**src/rtl/mem_arb_pkg.sv**
```systemverilog
// Shared types and constants for the two-port main-memory arbiter.
package mem_arb_pkg;

   localparam int ADDR_W = 16;
   localparam int DATA_W = 16;
   localparam int NBANK  = 4;

   // port indices: I-cache on 0, D-cache on 1
   localparam int PORT_I = 0;
   localparam int PORT_D = 1;

   // bank select is the word address slice [2:1]
   localparam int BANK_LO = 1;
   localparam int BANK_HI = 2;

   typedef enum logic [1:0] {
      IDLE  = 2'd0,
      OWN0  = 2'd1,
      OWN1  = 2'd2,
      DRAIN = 2'd3
   } arb_state_t;

   // one slot of the read-return pipe
   typedef struct packed {
      logic valid;
      logic port;
   } rd_tag_t;

endpackage

```
**src/rtl/mem_arbiter_if.sv**
```systemverilog
// Bus bundle between the two cache controllers, the arbiter and main memory.
interface mem_arbiter_if;
   import mem_arb_pkg::*;

   // cache-controller side
   logic              req0, req1;
   logic              rd0, rd1;
   logic              wr0, wr1;
   logic [ADDR_W-1:0] addr0, addr1;
   logic [DATA_W-1:0] wdata0, wdata1;
   logic              gnt0, gnt1;
   logic              stall0, stall1;
   logic              rvalid0, rvalid1;
   logic [DATA_W-1:0] rdata0, rdata1;

   // memory side
   logic [ADDR_W-1:0] fm_addr;
   logic [DATA_W-1:0] fm_data_in;
   logic              fm_rd, fm_wr;
   logic [DATA_W-1:0] m_data_out;
   logic              m_stall;
   logic [NBANK-1:0]  m_busy;
   logic              m_err;

   logic              err;

   // arbiter view
   modport slave (
      input  req0, req1, rd0, rd1, wr0, wr1, addr0, addr1, wdata0, wdata1,
      input  m_data_out, m_stall, m_busy, m_err,
      output gnt0, gnt1, stall0, stall1, rvalid0, rvalid1, rdata0, rdata1,
      output fm_addr, fm_data_in, fm_rd, fm_wr, err
   );

   // driver view (caches + memory model)
   modport master (
      output req0, req1, rd0, rd1, wr0, wr1, addr0, addr1, wdata0, wdata1,
      output m_data_out, m_stall, m_busy, m_err,
      input  gnt0, gnt1, stall0, stall1, rvalid0, rvalid1, rdata0, rdata1,
      input  fm_addr, fm_data_in, fm_rd, fm_wr, err
   );

endinterface

```
**src/rtl/mem_rd_pipe.sv**
```systemverilog
// Read-return tracker: one {valid, port} slot per cycle of memory latency.
// An accepted read enters stage 0 and sits in the tail exactly LAT cycles later,
// which is when memory presents its data.
module mem_rd_pipe
   import mem_arb_pkg::*;
#(
   parameter int LAT = 2
) (
   input  logic clk,
   input  logic rst,
   input  logic push,
   input  logic push_port,
   output logic tail_vld,
   output logic tail_port,
   output logic empty
);

   rd_tag_t [LAT-1:0] stage;

   // shift one slot per cycle; stage 0 captures this cycle's accepted read
   always_ff @(posedge clk or posedge rst) begin
      if (rst) begin
         for (int i = 0; i < LAT; i++) stage[i] <= '0;
      end else begin
         stage[0] <= '{valid: push, port: push_port};
         for (int i = 1; i < LAT; i++) stage[i] <= stage[i-1];
      end
   end

   // nothing in flight when no slot holds a live entry
   always_comb begin
      empty = 1'b1;
      for (int i = 0; i < LAT; i++)
         if (stage[i].valid) empty = 1'b0;
   end

   assign tail_vld  = stage[LAT-1].valid;
   assign tail_port = stage[LAT-1].port;

endmodule

```
**src/rtl/mem_arbiter.sv**
```systemverilog
// Two-port main-memory arbiter: burst-locked round-robin grant, combinational
// forwarding of the owner's word accesses, bank-conflict stalls, tagged read
// returns and an owner-hold watchdog.
module mem_arbiter
   import mem_arb_pkg::*;
#(
   parameter int MEM_LAT  = 2,
   parameter int MAX_HOLD = 64
) (
   input logic          clk,
   input logic          rst,
   mem_arbiter_if.slave bus
);

   localparam int            HW       = $clog2(MAX_HOLD + 1);
   localparam logic [HW-1:0] HOLD_MAX = HW'(MAX_HOLD);

   arb_state_t state, nxt;
   logic       last;
   logic [HW-1:0] hold_cnt;

   logic [1:0]             req, rd, wr;
   logic [1:0][ADDR_W-1:0] addr;
   logic [1:0][DATA_W-1:0] wdata;

   logic [1:0] own, act, op, blocked, acc, stall, perr, rvalid;
   logic       push_vld, push_port, pipe_empty, tail_vld, tail_port;
   logic       wait_other, wd_err;

   logic [ADDR_W-1:0] mem_addr;
   logic [DATA_W-1:0] mem_din;
   logic              mem_rd, mem_wr;

   assign req   = {bus.req1, bus.req0};
   assign rd    = {bus.rd1, bus.rd0};
   assign wr    = {bus.wr1, bus.wr0};
   assign addr  = {bus.addr1, bus.addr0};
   assign wdata = {bus.wdata1, bus.wdata0};

   // grant is a decode of the state register; the owner is active while its req holds
   assign own = {state == OWN1, state == OWN0};
   assign act = own & req;

   for (genvar p = 0; p < 2; p++) begin : g_port
      assign op[p]      = act[p] & (rd[p] ^ wr[p]);
      assign blocked[p] = bus.m_stall | bus.m_busy[addr[p][BANK_HI:BANK_LO]];
      assign acc[p]     = op[p] & ~blocked[p];
      // any rd/wr that memory does not take this cycle must be retried
      assign stall[p]   = ~rst & (rd[p] | wr[p]) & ~acc[p];
      // owner asking rd and wr at once, or an access with no request behind it
      assign perr[p]    = (act[p] & rd[p] & wr[p]) | ((rd[p] | wr[p]) & ~req[p]);
      assign rvalid[p]  = tail_vld & (tail_port == 1'(p));
   end

   assign push_vld  = |(acc & rd);
   assign push_port = acc[PORT_D];

   mem_rd_pipe #(.LAT(MEM_LAT)) u_rd_pipe (
      .clk       (clk),
      .rst       (rst),
      .push      (push_vld),
      .push_port (push_port),
      .tail_vld  (tail_vld),
      .tail_port (tail_port),
      .empty     (pipe_empty)
   );

   // state register and round-robin pointer (last = most recently granted port)
   always_ff @(posedge clk or posedge rst) begin
      if (rst) begin
         state <= IDLE;
         last  <= 1'b1;
      end else begin
         state <= nxt;
         if (state == IDLE && nxt == OWN0)      last <= 1'b0;
         else if (state == IDLE && nxt == OWN1) last <= 1'b1;
      end
   end

   // next state: grant from IDLE, release to IDLE or DRAIN, drain until no returns pending
   always_comb begin
      nxt = state;
      case (state)
         IDLE: begin
            if (req[0] && req[1]) nxt = last ? OWN0 : OWN1;
            else if (req[0])      nxt = OWN0;
            else if (req[1])      nxt = OWN1;
         end
         OWN0:    if (!req[0]) nxt = pipe_empty ? IDLE : DRAIN;
         OWN1:    if (!req[1]) nxt = pipe_empty ? IDLE : DRAIN;
         DRAIN:   if (pipe_empty) nxt = IDLE;
         default: nxt = IDLE;
      endcase
   end

   // outputs: forward the owner's single access; strobes only when memory can take it
   always_comb begin
      mem_addr = '0;
      mem_din  = '0;
      mem_rd   = 1'b0;
      mem_wr   = 1'b0;
      for (int p = 0; p < 2; p++) begin
         if (op[p]) begin
            mem_addr = addr[p];
            mem_din  = wdata[p];
            mem_rd   = acc[p] & rd[p];
            mem_wr   = acc[p] & wr[p];
         end
      end
   end

   // watchdog: owner cycles spent while the other port waits, saturating; cleared once ownership ends
   always_ff @(posedge clk or posedge rst) begin
      if (rst)                                      hold_cnt <= '0;
      else if (~|own)                               hold_cnt <= '0;
      else if (wait_other && hold_cnt != HOLD_MAX)  hold_cnt <= hold_cnt + HW'(1);
   end

   assign wait_other = (act[0] & req[1]) | (act[1] & req[0]);
   assign wd_err     = (|act) & (hold_cnt == HOLD_MAX);

   assign bus.gnt0       = own[PORT_I];
   assign bus.gnt1       = own[PORT_D];
   assign bus.stall0     = stall[PORT_I];
   assign bus.stall1     = stall[PORT_D];
   assign bus.rvalid0    = rvalid[PORT_I];
   assign bus.rvalid1    = rvalid[PORT_D];
   assign bus.rdata0     = rvalid[PORT_I] ? bus.m_data_out : '0;
   assign bus.rdata1     = rvalid[PORT_D] ? bus.m_data_out : '0;
   assign bus.fm_addr    = mem_addr;
   assign bus.fm_data_in = mem_din;
   assign bus.fm_rd      = mem_rd;
   assign bus.fm_wr      = mem_wr;
   assign bus.err        = ~rst & (bus.m_err | (|perr) | wd_err);

endmodule

```
**src/flat_wrapper.sv**
```systemverilog
// flat-port wrapper written by rule: the top's interface ports become plain ports
module mem_arbiter_flat import mem_arb_pkg::*;
#(
   parameter int MEM_LAT  = 2,
   parameter int MAX_HOLD = 64
)
  (clk, rst, bus_req0, bus_req1, bus_rd0, bus_rd1, bus_wr0, bus_wr1, bus_addr0, bus_addr1, bus_wdata0, bus_wdata1, bus_m_data_out, bus_m_stall, bus_m_busy, bus_m_err, bus_gnt0, bus_gnt1, bus_stall0, bus_stall1, bus_rvalid0, bus_rvalid1, bus_rdata0, bus_rdata1, bus_fm_addr, bus_fm_data_in, bus_fm_rd, bus_fm_wr, bus_err);
  mem_arbiter_if bus_i ();
  input logic clk;
  input logic rst;
  input wire logic [$bits(bus_i.req0)-1:0] bus_req0;
  input wire logic [$bits(bus_i.req1)-1:0] bus_req1;
  input wire logic [$bits(bus_i.rd0)-1:0] bus_rd0;
  input wire logic [$bits(bus_i.rd1)-1:0] bus_rd1;
  input wire logic [$bits(bus_i.wr0)-1:0] bus_wr0;
  input wire logic [$bits(bus_i.wr1)-1:0] bus_wr1;
  input wire logic [$bits(bus_i.addr0)-1:0] bus_addr0;
  input wire logic [$bits(bus_i.addr1)-1:0] bus_addr1;
  input wire logic [$bits(bus_i.wdata0)-1:0] bus_wdata0;
  input wire logic [$bits(bus_i.wdata1)-1:0] bus_wdata1;
  input wire logic [$bits(bus_i.m_data_out)-1:0] bus_m_data_out;
  input wire logic [$bits(bus_i.m_stall)-1:0] bus_m_stall;
  input wire logic [$bits(bus_i.m_busy)-1:0] bus_m_busy;
  input wire logic [$bits(bus_i.m_err)-1:0] bus_m_err;
  output wire logic [$bits(bus_i.gnt0)-1:0] bus_gnt0;
  output wire logic [$bits(bus_i.gnt1)-1:0] bus_gnt1;
  output wire logic [$bits(bus_i.stall0)-1:0] bus_stall0;
  output wire logic [$bits(bus_i.stall1)-1:0] bus_stall1;
  output wire logic [$bits(bus_i.rvalid0)-1:0] bus_rvalid0;
  output wire logic [$bits(bus_i.rvalid1)-1:0] bus_rvalid1;
  output wire logic [$bits(bus_i.rdata0)-1:0] bus_rdata0;
  output wire logic [$bits(bus_i.rdata1)-1:0] bus_rdata1;
  output wire logic [$bits(bus_i.fm_addr)-1:0] bus_fm_addr;
  output wire logic [$bits(bus_i.fm_data_in)-1:0] bus_fm_data_in;
  output wire logic [$bits(bus_i.fm_rd)-1:0] bus_fm_rd;
  output wire logic [$bits(bus_i.fm_wr)-1:0] bus_fm_wr;
  output wire logic [$bits(bus_i.err)-1:0] bus_err;
  assign bus_i.req0 = bus_req0;
  assign bus_i.req1 = bus_req1;
  assign bus_i.rd0 = bus_rd0;
  assign bus_i.rd1 = bus_rd1;
  assign bus_i.wr0 = bus_wr0;
  assign bus_i.wr1 = bus_wr1;
  assign bus_i.addr0 = bus_addr0;
  assign bus_i.addr1 = bus_addr1;
  assign bus_i.wdata0 = bus_wdata0;
  assign bus_i.wdata1 = bus_wdata1;
  assign bus_i.m_data_out = bus_m_data_out;
  assign bus_i.m_stall = bus_m_stall;
  assign bus_i.m_busy = bus_m_busy;
  assign bus_i.m_err = bus_m_err;
  assign bus_gnt0 = bus_i.gnt0;
  assign bus_gnt1 = bus_i.gnt1;
  assign bus_stall0 = bus_i.stall0;
  assign bus_stall1 = bus_i.stall1;
  assign bus_rvalid0 = bus_i.rvalid0;
  assign bus_rvalid1 = bus_i.rvalid1;
  assign bus_rdata0 = bus_i.rdata0;
  assign bus_rdata1 = bus_i.rdata1;
  assign bus_fm_addr = bus_i.fm_addr;
  assign bus_fm_data_in = bus_i.fm_data_in;
  assign bus_fm_rd = bus_i.fm_rd;
  assign bus_fm_wr = bus_i.fm_wr;
  assign bus_err = bus_i.err;
  mem_arbiter #(.MEM_LAT(MEM_LAT), .MAX_HOLD(MAX_HOLD)) u_core (.clk(clk), .rst(rst), .bus(bus_i));
endmodule
```
**config.mk**
```make
export PLATFORM = sky130hd
export DESIGN_NAME = mem_arbiter_flat
export DESIGN_NICKNAME = d
export VERILOG_FILES = /design/src/rtl/mem_arb_pkg.sv /design/src/rtl/mem_arbiter_if.sv /design/src/rtl/mem_rd_pipe.sv /design/src/rtl/mem_arbiter.sv /design/src/flat_wrapper.sv
export SDC_FILE = /design/constraint.sdc
export NUM_CORES = 1
export LEC_CHECK = 0
export CORE_MARGIN = 2
export CORE_UTILIZATION = 27
export CTS_CLUSTER_DIAMETER = 60
export DETAILED_ROUTE_END_ITERATION = 8
export PLACE_DENSITY = 0.79
export SYNTH_ARGS = -nofsm -noshare
export SYNTH_HDL_FRONTEND = slang
export SYNTH_SLANG_ARGS = --single-unit
```
**constraint.sdc**
```tcl
create_clock -name clk -period 1.6 [get_ports clk]
set_input_delay 0.24 -clock clk [delete_from_list [all_inputs] [get_ports clk]]
set_output_delay 0.24 -clock clk [all_outputs]
set_load 0.05 [all_outputs]
```
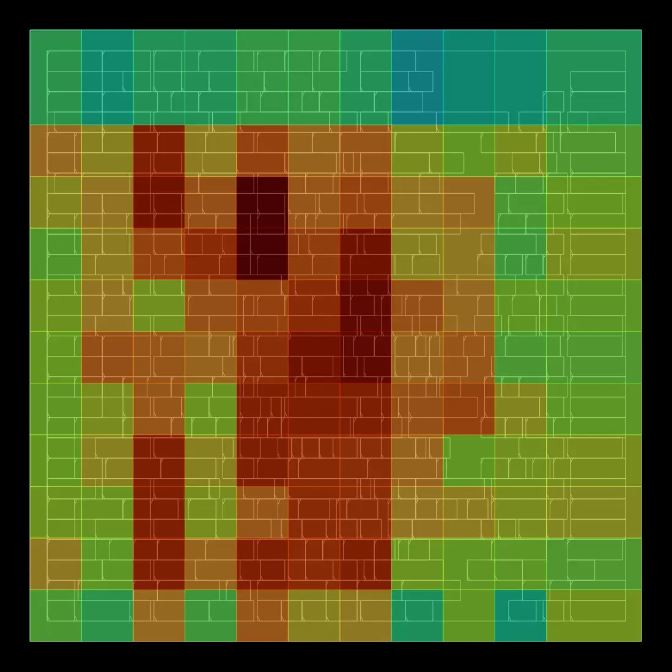
Fig. 1. Track usage over the die.
final core occ: 0.8537
M1 GR Usage: 0.2982
GR Util met3: 0.1022

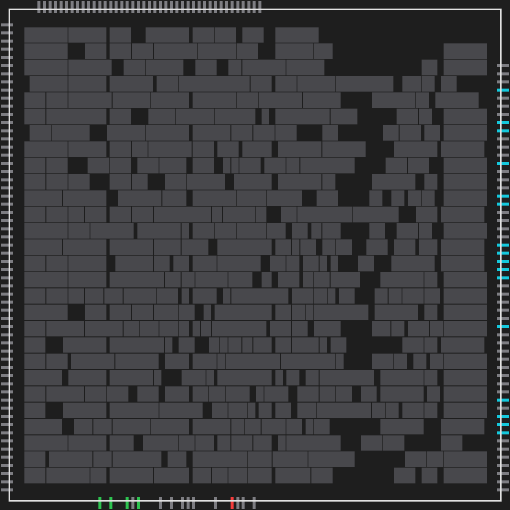
Fig. 2. Ports around the boundary.
(6 px per um) Pins as bars across the die edge, other pins in gray.
- red: bus_m_err (pins 1; direction input; edge bottom)
- cyan: bus_rdata1 (pins 16; direction output; edge right)
- green: bus_m_busy (pins 4; direction input; edge bottom)

==> GITHUB_STEP_SUMMARY <==
## Synthesis and layout report

| Metric | Value |
|---|---|
| Post-route clock period utilization | `1.316` |
| Yosys stat cell total | `approximately 190` |
| N_diodes | `0` |
| DR WL met3 | `around 1200 um` |
| Tot Pwr | `4.021 mW` |
| Root Driver | `clkbuf_8` |
| Yosys Chip Area | `0.001629 mm^2` |
| Number of max-cap violations | `0` |
| Setup TNS | `-17.40 ns` |
| Measured slew at the worst slew-check pin | `0.4071 ns` |
| IR drop worst, VDD | `just under 0.0007 V` |
| Vias in the first global route | `about 2900` |
| Crit path time final | `2.106 ns` |
| Synth Register Bits | `14` |
| Inst Count DP | `454` |
| Final instance area | `~0.005 mm^2` |
| Gr busiest metal | `met2` |
| Clock-net power | `365 uW` |
| Status | `complete, but fails checks` |
| Critical Path RT | `1.36 ns` |
| CTS tree | `yes` |
| Failing checks | `setup timing` |
| Regs by FF count | `u_core.hold_cnt: 7 flops, u_core.state: 2 flops, u_core.u_rd_pipe.stage: 2 flops` |
| DR vias/cell | `between 5 and 6` |
| Metal-1 WL | `3328 um` |
| Die Area | `0.006671 mm^2` |
| Setup ws final | `-0.5060 ns` |
| Row cnt | `28` |
| Clock power frac | `0.091` |
| Total clock buffers created by CTS | `3` |
| Power Dens Cells | `800.2 mW/mm^2` |
| Sw power | `1.784 mW` |
| DR vias | `about 2500` |
| Worst Path Max Fanout | `33` |
| Synth Seq Share | `0.2158` |
| Async SR Flop Fraction | `1.000` |
| Setup violations, final | `45` |
| Delay-heaviest family, CP | `buffers and inverters` |
| Comb power | `3.18 mW` |
| CP endpoint kind | `output pin` |
| Min-delay worst type | `flip-flop to flip-flop` |
| Area growth, synth to finish | `208.4%` |
| Post-synth EDFFs | `0` |
| Seq pwr share | `0.118` |
| Mapped Area | `0.001629 mm^2` |
| Critical Path, Cell by Cell | `ha_4 > and3_4 > buf_4 > buf_12 > a22o_2 > buf_12` |
| Max reg flops | `7` |
| GPL Wtd Cong | `0.8538` |
| Area share, top type | `0.1997` |
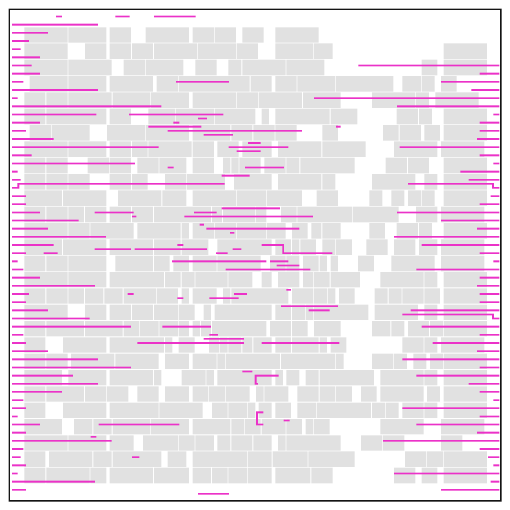
Fig. 3. Signal wires on met3.
(6 px per um) Cells faint in the background.
- wire length on this layer: 1170 um
- longest straight run: 34.3 um
- share of all routed wire: 11%
- main direction: horizontal
- nets with wire on the layer: 146

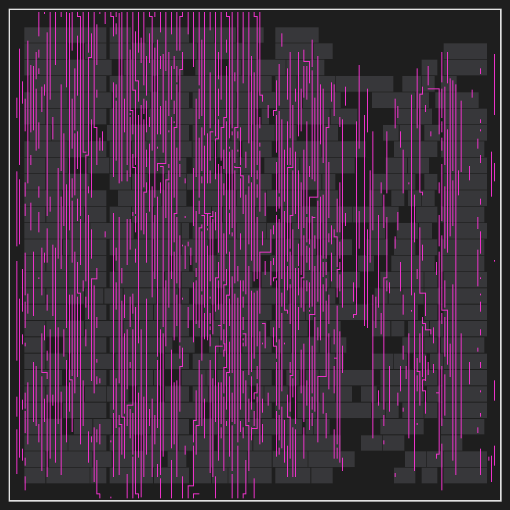
Fig. 4. Metal 2.
(6 px per um) Cells faint in the background.
- share of all routed wire: 53%
- longest straight run: 64.9 um
- nets with wire on the layer: 463

[cells by family after synthesis]
group                    Yosys count  synth area share
AND-OR/OR-AND                     56            0.2888
XOR/XNOR                           3           0.01613
adder cells (fa/ha/maj)            9           0.06913
buffers and inverters             25           0.07219
flip-flops                        14            0.2158
multiplexers                       4           0.03994
AND/OR/NAND/NOR                   78            0.2980
[synth_stat cells (all sizes together) (2+ instances only)]
master and count:
xor2 2, dfrtp 13, clkbuf 3, a21oi 4
a32o 2, mux4 2, a22o 32, and2 20
nand2 15, ha 9, mux2i 2, and3 17
o21ai 5, a21boi 3, nand2b 2, or3 5
nor2 2, inv 12, nor3 8, a211oi 2
buf 10, nand3 5
[timing repair]
item	CTS	global route
pin swaps	21	13
gates cloned	3	1
buffers inserted	12	3
setup endpoints to repair	63	63
resized	47	20
[worst paths after layout]
check	endpoint	cells after the start	slack, ns	from
worst max-delay path	bus_fm_data_in[15]	6	-0.51	u_core.state[1]$_DFF_PP0_
worst min-delay path	u_core.u_rd_pipe.tail_port$_DFF_PP0_	0	0.35	u_core.u_rd_pipe.stage[0]$_DFF_PP0_
worst max register to register	u_core.hold_cnt[2]$_DFFE_PP0P_	8	-0.15	u_core.state[0]$_DFF_PP0_
worst min register to register	u_core.u_rd_pipe.tail_port$_DFF_PP0_	0	0.35	u_core.u_rd_pipe.stage[0]$_DFF_PP0_
max in group asynchronous	u_core.last$_DFFE_PP1P_	3	0.82	rst
min in group asynchronous	u_core.u_rd_pipe.tail_port$_DFF_PP0_	3	0.53	rst
[cell type report]
class	count	area [um^2]	share of cell area
sequential	14	354.1	0.07047
multi-input combinational	151	1648	0.3279
timing repair buffer	214	2829	0.5630
tap	75	93.84	0.01868
clock buffer	4	55.05	0.01096
inverter	12	45.04	0.008964
Power and IR drop assume default switching activity.
